===== src/rtl/serial_pattern_detector_p.sv =====
// Serial pattern detector: matches the last PAT_W enabled bits against a programmable pattern.
// Optional saturating match counter enabled by defining PD_MATCH_COUNTER_EN.
module serial_pattern_detector_p #(
   parameter int PAT_W = 3,
   parameter int CNT_W = 8
) (
   input  logic             clk,
   input  logic             rstb,
   input  logic             enable,
   input  logic             serial_pattern,
   input  logic [PAT_W-1:0] pattern,
   input  logic             overlap,
   output logic             pattern_detected
`ifdef PD_MATCH_COUNTER_EN
   ,
   output logic [CNT_W-1:0] match_count,
   input  logic             count_clr
`endif
);

   localparam int FW = $clog2(PAT_W + 1);
   localparam logic [FW-1:0] FULL = FW'(PAT_W);

   if (PAT_W < 2 || PAT_W > 32 || CNT_W < 1) begin : g_param_chk
      $error("serial_pattern_detector_p: PAT_W must be 2..32 and CNT_W >= 1");
   end

   typedef enum logic [1:0] {IDLE, FILL, HUNT} state_t;

   state_t           state, state_nxt;
   logic [PAT_W-1:0] shreg, shreg_nxt, shreg_shift;
   logic [FW-1:0]    fill, fill_nxt, fill_inc;
   logic             match;

   // newest bit enters at the MSB, so shreg[0] lines up with pattern[0] (oldest)
   assign shreg_shift = {serial_pattern, shreg[PAT_W-1:1]};
   assign fill_inc    = (fill == FULL) ? FULL : fill + 1'b1;

   always_ff @(posedge clk or posedge rstb) begin
      if (rstb) begin
         state            <= IDLE;
         shreg            <= '0;
         fill             <= '0;
         pattern_detected <= 1'b0;
      end else begin
         state            <= state_nxt;
         shreg            <= shreg_nxt;
         fill             <= fill_nxt;
         pattern_detected <= match;
      end
   end

   always_comb begin
      state_nxt = state;
      shreg_nxt = shreg;
      fill_nxt  = fill;
      if (!enable) begin
         state_nxt = IDLE;
         fill_nxt  = '0;
      end else begin
         shreg_nxt = shreg_shift;
         if (match && !overlap) begin
            // non-overlapping: the matched window is discarded
            fill_nxt  = '0;
            state_nxt = FILL;
         end else begin
            fill_nxt  = fill_inc;
            state_nxt = (fill_inc == FULL) ? HUNT : FILL;
         end
      end
   end

   always_comb begin
      match = 1'b0;
      if (enable && (fill_inc == FULL) && (shreg_shift == pattern))
         match = 1'b1;
   end

`ifdef PD_MATCH_COUNTER_EN
   always_ff @(posedge clk or posedge rstb) begin
      if (rstb)
         match_count <= '0;
      else if (count_clr)
         match_count <= match ? CNT_W'(1) : '0;
      else if (match && (match_count != '1))
         match_count <= match_count + 1'b1;
   end
`endif

endmodule


===== config.mk =====
export PLATFORM = sky130hd
export DESIGN_NAME = serial_pattern_detector_p
export DESIGN_NICKNAME = d
export VERILOG_FILES = /design/src/rtl/serial_pattern_detector_p.sv
export SDC_FILE = /design/constraint.sdc
export NUM_CORES = 1
export LEC_CHECK = 0
export ABC_AREA = 1
export CORE_AREA = 2 2 39 41
export CTS_CLUSTER_SIZE = 12
export DETAILED_ROUTE_END_ITERATION = 7
export DIE_AREA = 0 0 41 43
export PLACE_DENSITY_LB_ADDON = 0.15
export SYNTH_ARGS = -nofsm -noshare
export SYNTH_HDL_FRONTEND = slang
export SYNTH_SLANG_ARGS = --single-unit

===== constraint.sdc =====
create_clock -name clk -period 0.8 [get_ports clk]
set_input_delay 0.16 -clock clk [delete_from_list [all_inputs] [get_ports clk]]
set_output_delay 0.16 -clock clk [all_outputs]
set_load 0.005 [all_outputs]

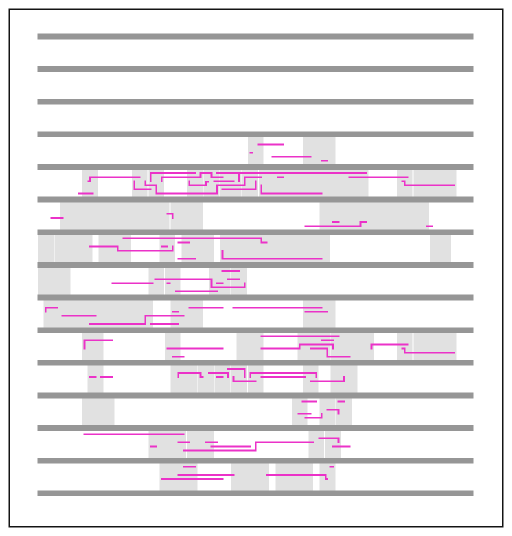
(run_1/layer_met1.png)
(12 px per um) Supply wires on this layer in gray. Cells faint in the background.
wire length on this layer: 266 um
nets with wire on the layer: 57

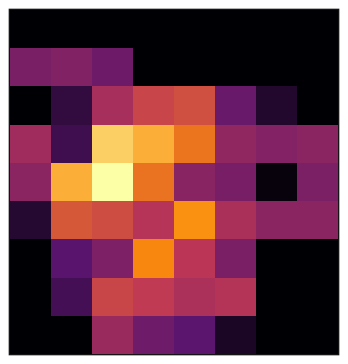
(run_1/metal_density.png)
(8 px per um) The die is cut into 8 by 9 equal tiles; black is low, pale yellow is high, scaled to the fullest tile. Values are wire area over tile area, all layers added.
mean over tiles: 0.050
emptiest ninth of the die: top right
densest ninth of the die: middle
nearly empty tiles: 35%
fullest tile: 0.18
tiles over half the peak: 19%

==> results_tabular.tex, run 1 <==
% Yosys + OpenROAD metrics
\begin{tabular}{lr}
\hline
Metric & Value \\
\hline
\multicolumn{2}{l}{\textbf{GRT}} \\
Number of global-route vias before repair & 241 \\
Global routing usage summed across all routing layers & 0.0949 \\
\multicolumn{2}{l}{\textbf{Yosys}} \\
Chip area from the yosys synthesis statistics & between 200 and 300 um2 \\
Largest family of logic cells by area & simple AND/OR/NAND/NOR gates \\
Yosys synthesis warning count & 0 \\
Dominant cell type by area after synthesis & sky130\_fd\_sc\_hd\_\_dfrtp\_1 \\
Mapped Cells & 40 \\
Xor and xnor area share after synthesis & 0 \\
Cell count in the Yosys report & approximately 40 \\
Synthesized registers & 5 \\
\multicolumn{2}{l}{\textbf{Clocking}} \\
Total of hold buffers inserted after clock tree synthesis & 0 \\
Sinks on Clock Net & 5 \\
Root Driver & sky130\_fd\_sc\_hd\_\_clkbuf\_4 \\
CTS buffer count & 3 \\
Clock transition at the registers of the reported paths & $\sim$0.040 ns \\
\multicolumn{2}{l}{\textbf{Floorplanning}} \\
Overall die width & 41 um \\
Top-level I/O count & 9 \\
Placeable Area & around 0.0014 mm2 \\
Core Util at FP & 0.199 \\
\multicolumn{2}{l}{\textbf{Layout}} \\
Top cells excl fill/tap & 11 x sky130\_fd\_sc\_hd\_\_inv\_1, 11 x sky130\_fd\_sc\_hd\_\_nand2\_1, 5 x sky130\_fd\_sc\_hd\_\_dfrtp\_1, 5 x sky130\_fd\_sc\_hd\_\_dlygate4sd2\_1, 5 x sky130\_fd\_sc\_hd\_\_buf\_4 \\
Combinational gate area & 110 um2 \\
Number of antenna repair diodes & 0 \\
Share of post-route cells with drive strength above 1 & 0.281 \\
Area added between synthesis and finish & 57.3\% \\
Fin cells & approximately 73 \\
Number of filler cells placed in the layout & 154 \\
\multicolumn{2}{l}{\textbf{Timing}} \\
Worst Tran Pin Value & slightly below 0.2 ns \\
Final-report setup violation count & 4 \\
Fin worst setup slack & -0.131 ns \\
Worst Hold Slack & 0.120 ns \\
Number of endpoints with negative hold slack in the final report & 0 \\
Relative slew margins & 0.868 \\
\multicolumn{2}{l}{\textbf{Run}} \\
OpenROAD warning count & 29 \\
\multicolumn{2}{l}{\textbf{Power and ir drop}} \\
Worst VDD drop & 1040 uV \\
Power Dens Cells & 1640 mW/mm2 \\
\multicolumn{2}{l}{\textbf{Worst setup path}} \\
Critical Path Source & shreg[1] \\
Number of cells on the worst reg-to-reg path & 6 \\
Flop-to-flop setup slack & -0.13 ns \\
Worst Path Max Fanout & 3 \\
\multicolumn{2}{l}{\textbf{Detailed routing}} \\
Number of antenna-violating nets in the routed design & 0 \\
DRC violations left & 0 \\
DRT Pass-1 Iters & 4 \\
\multicolumn{2}{l}{\textbf{Status}} \\
Status & finished with violations \\
Failing checks & setup timing \\
\multicolumn{2}{l}{\textbf{Place}} \\
Total instance count after detailed placement & 68 \\
\hline
\end{tabular}
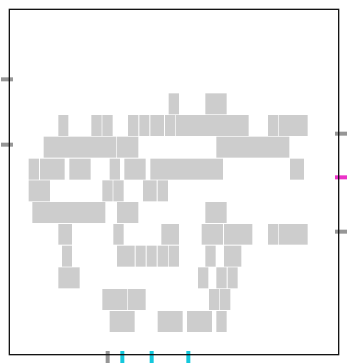
(run_1/io_placement.png)
(8 px per um) Pins as bars across the die edge, other pins in gray.
legend:
  cyan:
    port: pattern
    pins: 3
    direction: input
    edge: bottom
  magenta:
    port: pattern_detected
    pins: 1
    direction: output
    edge: right
all pins by edge: 4 bottom, 3 right, 2 left

-- run 1: metrics by stage --
| stage | setup WS (ns) | total power [mW] |
|---|---|---|
| floorplan | -0.0450 | 0.349 |
| global placement | -0.448 | 0.422 |
| detailed placement | -0.452 | 0.422 |
| CTS | -0.154 | 0.713 |
| global route | -0.243 | 0.768 |
| finish | -0.131 | 0.710 |
-- run 1: registers in the layout, indices dropped and copies added (netlist names) --
signal            cells
pattern_detected      1
fill                  2
shreg                 2
-- run 1: routing by layer --
metal  vias to the layer above  wire length, um  track usage
met4                         0                0       0.0600
met2                         9              224        0.100
met3                         0               50       0.0942
met5                         -                0            0
li1                        149                -            -
met1                       107              265        0.114
-- run 1: kinds of logic after synthesis --
group / after synthesis
AND-OR/OR-AND: 3
buffers and inverters: 12
flip-flops: 5
AND/OR/NAND/NOR: 20
-- run 1: Yosys cell counts --
| cell type | n |
|---|---|
| sky130_fd_sc_hd__nand3_2 | 1 |
| sky130_fd_sc_hd__dfrtp_1 | 5 |
| sky130_fd_sc_hd__nand2_1 | 13 |
| sky130_fd_sc_hd__inv_1 | 12 |
| sky130_fd_sc_hd__nor2_1 | 3 |
| sky130_fd_sc_hd__and2_2 | 1 |
| sky130_fd_sc_hd__nor2_2 | 2 |
| sky130_fd_sc_hd__a21oi_1 | 1 |
| sky130_fd_sc_hd__o21ai_0 | 2 |
-- run 1: worst max path at each step --
| stage | slack (ns) | to |
|---|---|---|
| floorplan | -0.05 | fill[0] |
| finish | -0.13 | fill[0] |
| CTS | -0.15 | fill[1] |
| global placement | -0.45 | fill[0] |
| global route | -0.24 | fill[1] |
| detailed placement | -0.45 | fill[1] |
-- run 1: area by class of cell --
class,count,share of cell area
timing repair buffer,13,0.246
tap,16,0.0462
inverter,12,0.104
multi-input combinational,23,0.254
sequential,5,0.289
clock buffer,4,0.0607
-- run 1: worst max-delay path: stages (launching register included) --
cell                      delay [ns]
sky130_fd_sc_hd__dfrtp_1        0.39
sky130_fd_sc_hd__nand2_1        0.06
sky130_fd_sc_hd__nand2_1        0.06
sky130_fd_sc_hd__nor2_2         0.12
sky130_fd_sc_hd__nand3_2        0.09
sky130_fd_sc_hd__nand2_1        0.08
sky130_fd_sc_hd__inv_1          0.03
-- run 1: power by group --
part	internal [mW]	switching, mW	total (mW)	leakage (nW)
registers	0.275	0.0125	0.287	0.0636
logic	0.0724	0.0616	0.134	0.182
clock network	0.188	0.100	0.289	0.0150
total	0.535	0.174	0.710	0.260
-- run 1: repair_timing --
| action | in CTS | in global routing |
|---|---|---|
| endpoints found under the setup margin | 5 | 5 |
| pin swaps | 7 | 4 |
| resized | 10 | 4 |
| buffers inserted | 1 | 1 |
==> run_1/congestion.png <==
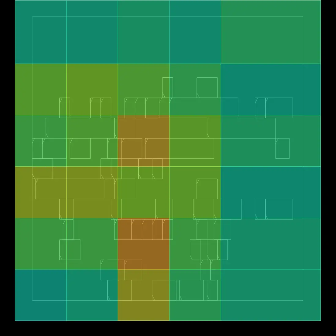

--- run 2 (diff from run 1) ---
clock period = 1.13 ns   (was 0.8 ns; I/O delays follow)
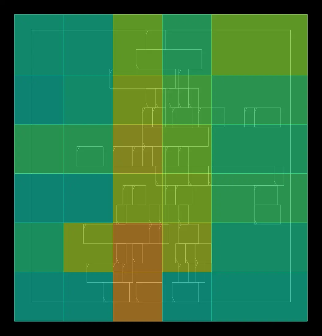
(run_2/congestion.png)
met2 Resource Use GR: 0.125
final core utilization: 0.295
Wirelength per Cell: 7.88 um
global routing usage summed across all routing layers: 0.0856
met1 usage in global routing: 0.0779

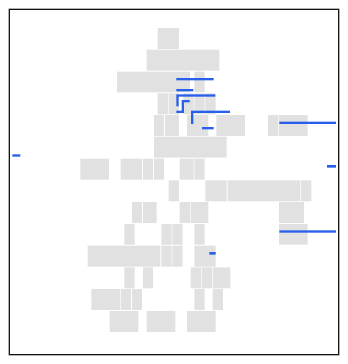
(run_2/layer_met3.png)
(8 px per um) Cells faint in the background.
nets with wire on the layer: 9
longest straight run: 6.80 um
main direction: horizontal

==> results_tabular.tex, run 2 <==
% Yosys + OpenROAD metrics
\begin{tabular}{lr}
\hline
Metric & Value \\
\hline
\multicolumn{2}{l}{\textbf{Worst setup path}} \\
Flop-to-flop setup slack & 0.20 ns (+0.33 ns) \\
Maximum cell stage delay along the critical path & 0.35 ns (-0.04 ns) \\
\multicolumn{2}{l}{\textbf{Timing}} \\
Number of endpoints with negative hold slack in the final report & 0 (unchanged) \\
Fin worst setup slack & 0.0482 ns (+0.179 ns) \\
Relative slew margins & 0.855 (-0.0127) \\
\multicolumn{2}{l}{\textbf{Layout}} \\
Share of post-route cells with drive strength above 1 & 0.151 (-0.130) \\
Area added between synthesis and finish & 48.2\% \\
Combinational gate area & 105 um2 (-4.5\%) \\
\multicolumn{2}{l}{\textbf{Power and ir drop}} \\
Worst VDD drop & 332 uV (-68\%) \\
Switching Fraction & 0.260 (+0.0145) \\
NetSw & 130 uW (-25\%) \\
\multicolumn{2}{l}{\textbf{Yosys}} \\
Cell count in the Yosys report & 40 (unchanged) \\
Synthesized registers & 5 (unchanged) \\
\multicolumn{2}{l}{\textbf{Floorplanning}} \\
Core Util at FP & 0.199 (unchanged) \\
Placeable Area & 0.00138 mm2 (unchanged) \\
Top-level I/O count & 9 (unchanged) \\
\multicolumn{2}{l}{\textbf{Status}} \\
Status & completed \\
\multicolumn{2}{l}{\textbf{Run}} \\
OpenROAD warning count & 26 (-10\%) \\
\multicolumn{2}{l}{\textbf{GRT}} \\
Number of global-route vias before repair & 241 (unchanged) \\
\multicolumn{2}{l}{\textbf{Clocking}} \\
CTS buffer count & 3 (unchanged) \\
Root Driver & sky130\_fd\_sc\_hd\_\_clkbuf\_4 \\
\hline
\end{tabular}
run 2: cells by family (layout without fill, tap and decap cells):
kind of cell,after synthesis,count (layout),synth area share
flip-flops,5,5,0.455
AND/OR/NAND/NOR,20,20,0.327
buffers and inverters,12,25,0.164
AND-OR/OR-AND,3,3,0.0545
run 2: path summary, 6_finish.rpt:
check                                 start          endpoint  cells past startpoint
max                        pattern_detected  pattern_detected                      1
min                                    rstb  pattern_detected                      2
max reg2reg                         fill[1]           fill[1]                      7
min reg2reg                        shreg[1]          shreg[1]                      2
max in group asynchronous              rstb           fill[0]                      2
min in group clk                   shreg[1]          shreg[1]                      2
run 2: what timing repair did:
item,4_1_cts,5_1_grt
setup endpoints to repair,1,0
gates resized,1,0
hold buffers,0,0
run 2: final cells by class:
cell class / instances / share of cell area
Tap cell: 16 / 0.0491
Inverter: 12 / 0.110
Clock buffer: 4 / 0.0644
Timing Repair Buffer: 9 / 0.212
Multi-Input combinational cell: 23 / 0.258
Sequential cell: 5 / 0.307
run 2: power by group through the flow:
stage	Combinational [mW]	Clock [mW]	Sequential, mW
after floorplan	0.0435	0	0.204
after global placement	0.0833	0	0.208
after detailed placement	0.0823	0	0.207
after CTS	0.0824	0.226	0.203
after global routing	0.0928	0.234	0.205
final	0.0806	0.217	0.204
run 2: metrics by stage:
step / cell area (um2) / power (mW) / std cells / utilization / TNS (ns)
after floorplan: 275 / 0.247 / 40 / - / 0
after global placement: 383 / 0.291 / 65 / 0.277 / -0.492
after detailed placement: 383 / 0.289 / 65 / 0.277 / -0.485
after CTS: 408 / 0.512 / 69 / 0.295 / 0
after global routing: 408 / 0.531 / 69 / 0.295 / 0
final: 408 / 0.501 / 69 / 0.295 / 0
run 2: metal layers:
layer | vias to the layer above | share of wire | GRT usage
met5 | - | 0 | 0
met4 | 0 | 0.039 | 0.100
met3 | 3 | 0.068 | 0.0314
met2 | 15 | 0.51 | 0.125
met1 | 113 | 0.38 | 0.0779
li1 | 139 | - | -
==> run_2/io_placement.png <==
(8 px per um) Pins as bars across the die edge, other pins in gray.
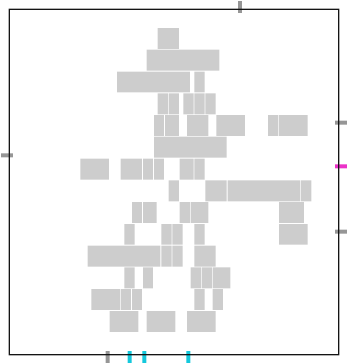

--- run 3 (diff from run 2) ---
PLACE_DENSITY_LB_ADDON = default   (was 0.15)
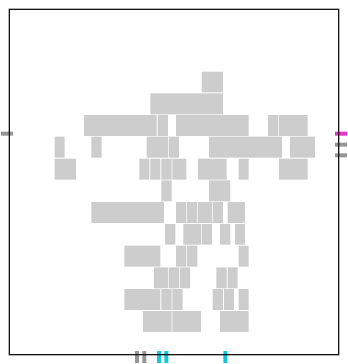
(run_3/io_placement.png)
(8 px per um) Pins as bars across the die edge, other pins in gray.
legend:
  cyan:
    port: pattern
    pins: 3
    direction: input
    edge: bottom
  magenta:
    port: pattern_detected
    pins: 1
    direction: output
    edge: right

==> results_tabular.tex, run 3 <==
% Yosys + OpenROAD metrics
\begin{tabular}{lr}
\hline
Metric & Value \\
\hline
\multicolumn{2}{l}{\textbf{Floorplanning}} \\
Placeable Area & 0.00138 mm2 (unchanged) \\
Core Util at FP & 0.199 (unchanged) \\
Top-level I/O count & 9 (unchanged) \\
\multicolumn{2}{l}{\textbf{Status}} \\
Status & completed \\
\multicolumn{2}{l}{\textbf{Timing}} \\
RSZ-0062 raised after global routing & false \\
Relative slew margins & 0.875 (+0.0205) \\
Number of endpoints with negative hold slack in the final report & 0 (unchanged) \\
Final Skew & 0.0000343 ns \\
Min Clock Period, post-route & around 1.1 ns \\
Final-report setup violation count & 0 \\
\multicolumn{2}{l}{\textbf{Worst setup path}} \\
Critical Path Source & pattern\_detected \\
Levels on crit path & 1 (unchanged) \\
Capturing instance or port of the critical path & pattern\_detected \\
Flop-to-flop setup slack & 0.20 ns (about the same) \\
Number of cells on the worst reg-to-reg path & 7 (unchanged) \\
Endpoint of the lowest-slack register-to-register path & fill[1] \\
WP data required & around 0.9 ns \\
Critical register-to-register path startpoint & fill[1] \\
Maximum cell stage delay along the critical path & 0.34 ns (about the same) \\
Worst Path Max Fanout & 1 \\
CP Cell Sequence & dlygate4sd2\_1 \\
Kind of start point of the critical path & register \\
\multicolumn{2}{l}{\textbf{Layout}} \\
Area added between synthesis and finish & 47.3\% \\
Fin cells & 68 (-1.4\%) \\
Final non-filler cell area & 405 um2 (-0.61\%) \\
Share of post-route cells with drive strength above 1 & 0.135 (-0.0163) \\
\multicolumn{2}{l}{\textbf{Yosys}} \\
Cell count in the Yosys report & 40 (unchanged) \\
Asr flop ratio synth & 1.00 \\
Synthesized registers & 5 (unchanged) \\
Most used standard cells in the synthesized netlist & 13 x sky130\_fd\_sc\_hd\_\_nand2\_1, 12 x sky130\_fd\_sc\_hd\_\_inv\_1, 5 x sky130\_fd\_sc\_hd\_\_dfrtp\_1, 3 x sky130\_fd\_sc\_hd\_\_nor2\_1 \\
Post-synth cell types & 9 \\
Synthesized Nets & between 40 and 50 \\
\multicolumn{2}{l}{\textbf{Clocking}} \\
CTS buffer count & 3 (unchanged) \\
Total number of H-tree levels & 1 \\
Root Driver & sky130\_fd\_sc\_hd\_\_clkbuf\_4 \\
Clk\_lat worst skew & $\sim$0.24 ns \\
\multicolumn{2}{l}{\textbf{Detailed routing}} \\
Violation tally from detailed-route iteration zero & 0 \\
Wirelength per Cell & 7.35 um (-6.7\%) \\
Number of antenna-violating nets in the routed design & 0 \\
\multicolumn{2}{l}{\textbf{Power and ir drop}} \\
Worst VDD drop & 500 uV (+51\%) \\
NetSw & 117 uW (-10\%) \\
Power Dens Cells & 1190 mW/mm2 \\
Switching Fraction & 0.242 (-0.0183) \\
\multicolumn{2}{l}{\textbf{GRT}} \\
Global routing usage summed across all routing layers & 0.0887 (+0.00311) \\
Number of global-route vias before repair & 278 (+15\%) \\
\multicolumn{2}{l}{\textbf{Place}} \\
Standard cell area after detailed placement & 375 um2 (-2.0\%) \\
Final HPWL DP & 432 um \\
Total instance count after detailed placement & 64 (-1.5\%) \\
\multicolumn{2}{l}{\textbf{Run}} \\
OpenROAD warning count & 26 (unchanged) \\
\hline
\end{tabular}
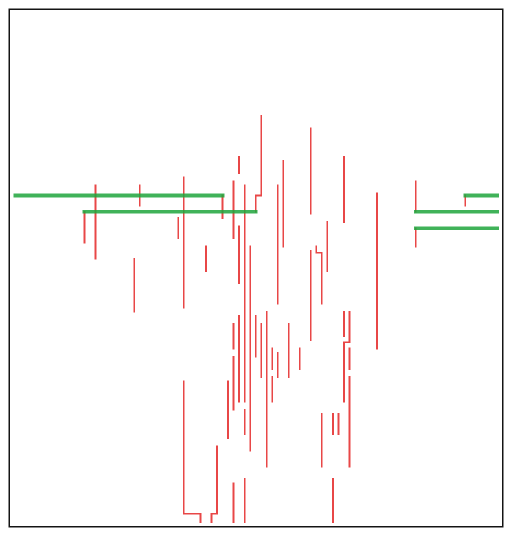
(run_3/wires.png)
(12 px per um) Only two layers are drawn.
legend:
  green:
    layer: metal 3
    wire_length: 47.7 um
  red:
    layer: metal 2
    wire_length: 260 um

[run 3: cell counts after synthesis]
No cell type changed its count.
[run 3: routing by layer]
metal / share of wire / track usage / vias up / routed length [um]
met2: 0.52 / 0.138 / 6 / 260
li1: - / - / 135 / -
met4: 0 / 0.0200 / 0 / 0
met1: 0.38 / 0.0847 / 104 / 192
met3: 0.094 / 0.0785 / 0 / 47
met5: 0 / 0 / - / 0
[run 3: area by class of cell]
| cell class | count | area [um2] |
|---|---|---|
| Fill cell | 162 | 978 |
| Sequential cell | 5 | 125 |
| Multi-Input combinational cell | 23 | 105 |
| Timing Repair Buffer | 8 | 83.8 |
| Inverter | 12 | 45.0 |
| Clock buffer | 4 | 26.3 |
| Tap cell | 16 | 20.0 |
[run 3: kinds of logic after synthesis]
family | share of synthesized area
compound gates | 0.0545
buf+inv | 0.164
flops | 0.455
simple gates | 0.327
[run 3: power by group through the flow]
| stage | clock network, mW | registers, mW | logic (mW) |
|---|---|---|---|
| 2_1_floorplan | 0 | 0.204 | 0.0435 |
| 3_3_place_gp | 0 | 0.205 | 0.0781 |
| 3_5_place_dp | 0 | 0.207 | 0.0794 |
| 4_1_cts | 0.215 | 0.204 | 0.0793 |
| 5_1_grt | 0.230 | 0.206 | 0.0910 |
| 6_report | 0.203 | 0.204 | 0.0766 |
[run 3: stage by stage]
stage	TNS (ns)	utilization	power [mW]	setup slack (ns)
after global placement	-0.459	0.271	0.284	-0.183
after detailed placement	-0.473	0.271	0.286	-0.187
after CTS	0	0.289	0.499	0.0568
final	0	0.293	0.484	0.0704
after global routing	0	0.293	0.527	0.0233
after floorplan	0	-	0.247	0.280
[run 3: timing repair]
| action | 4_1_cts | 5_1_grt |
|---|---|---|
| hold buffers | 0 | 0 |
| pin swaps | 0 | 0 |
| endpoints found under the setup margin | 1 | 2 |
| resized | 1 | 2 |
[run 3: how the worst min path moves through the flow]
stage,startpoint,to,slack (ns),depth (start not counted)
after floorplan,rstb,fill[0],0.005,1
after CTS,rstb,pattern_detected,0.18,2
after global placement,rstb,shreg[1],0.44,2
after detailed placement,rstb,pattern_detected,0.44,2
final,rstb,shreg[1],0.19,2
after global routing,rstb,fill[1],0.21,2
Power is estimated from default activity; no workload was simulated.
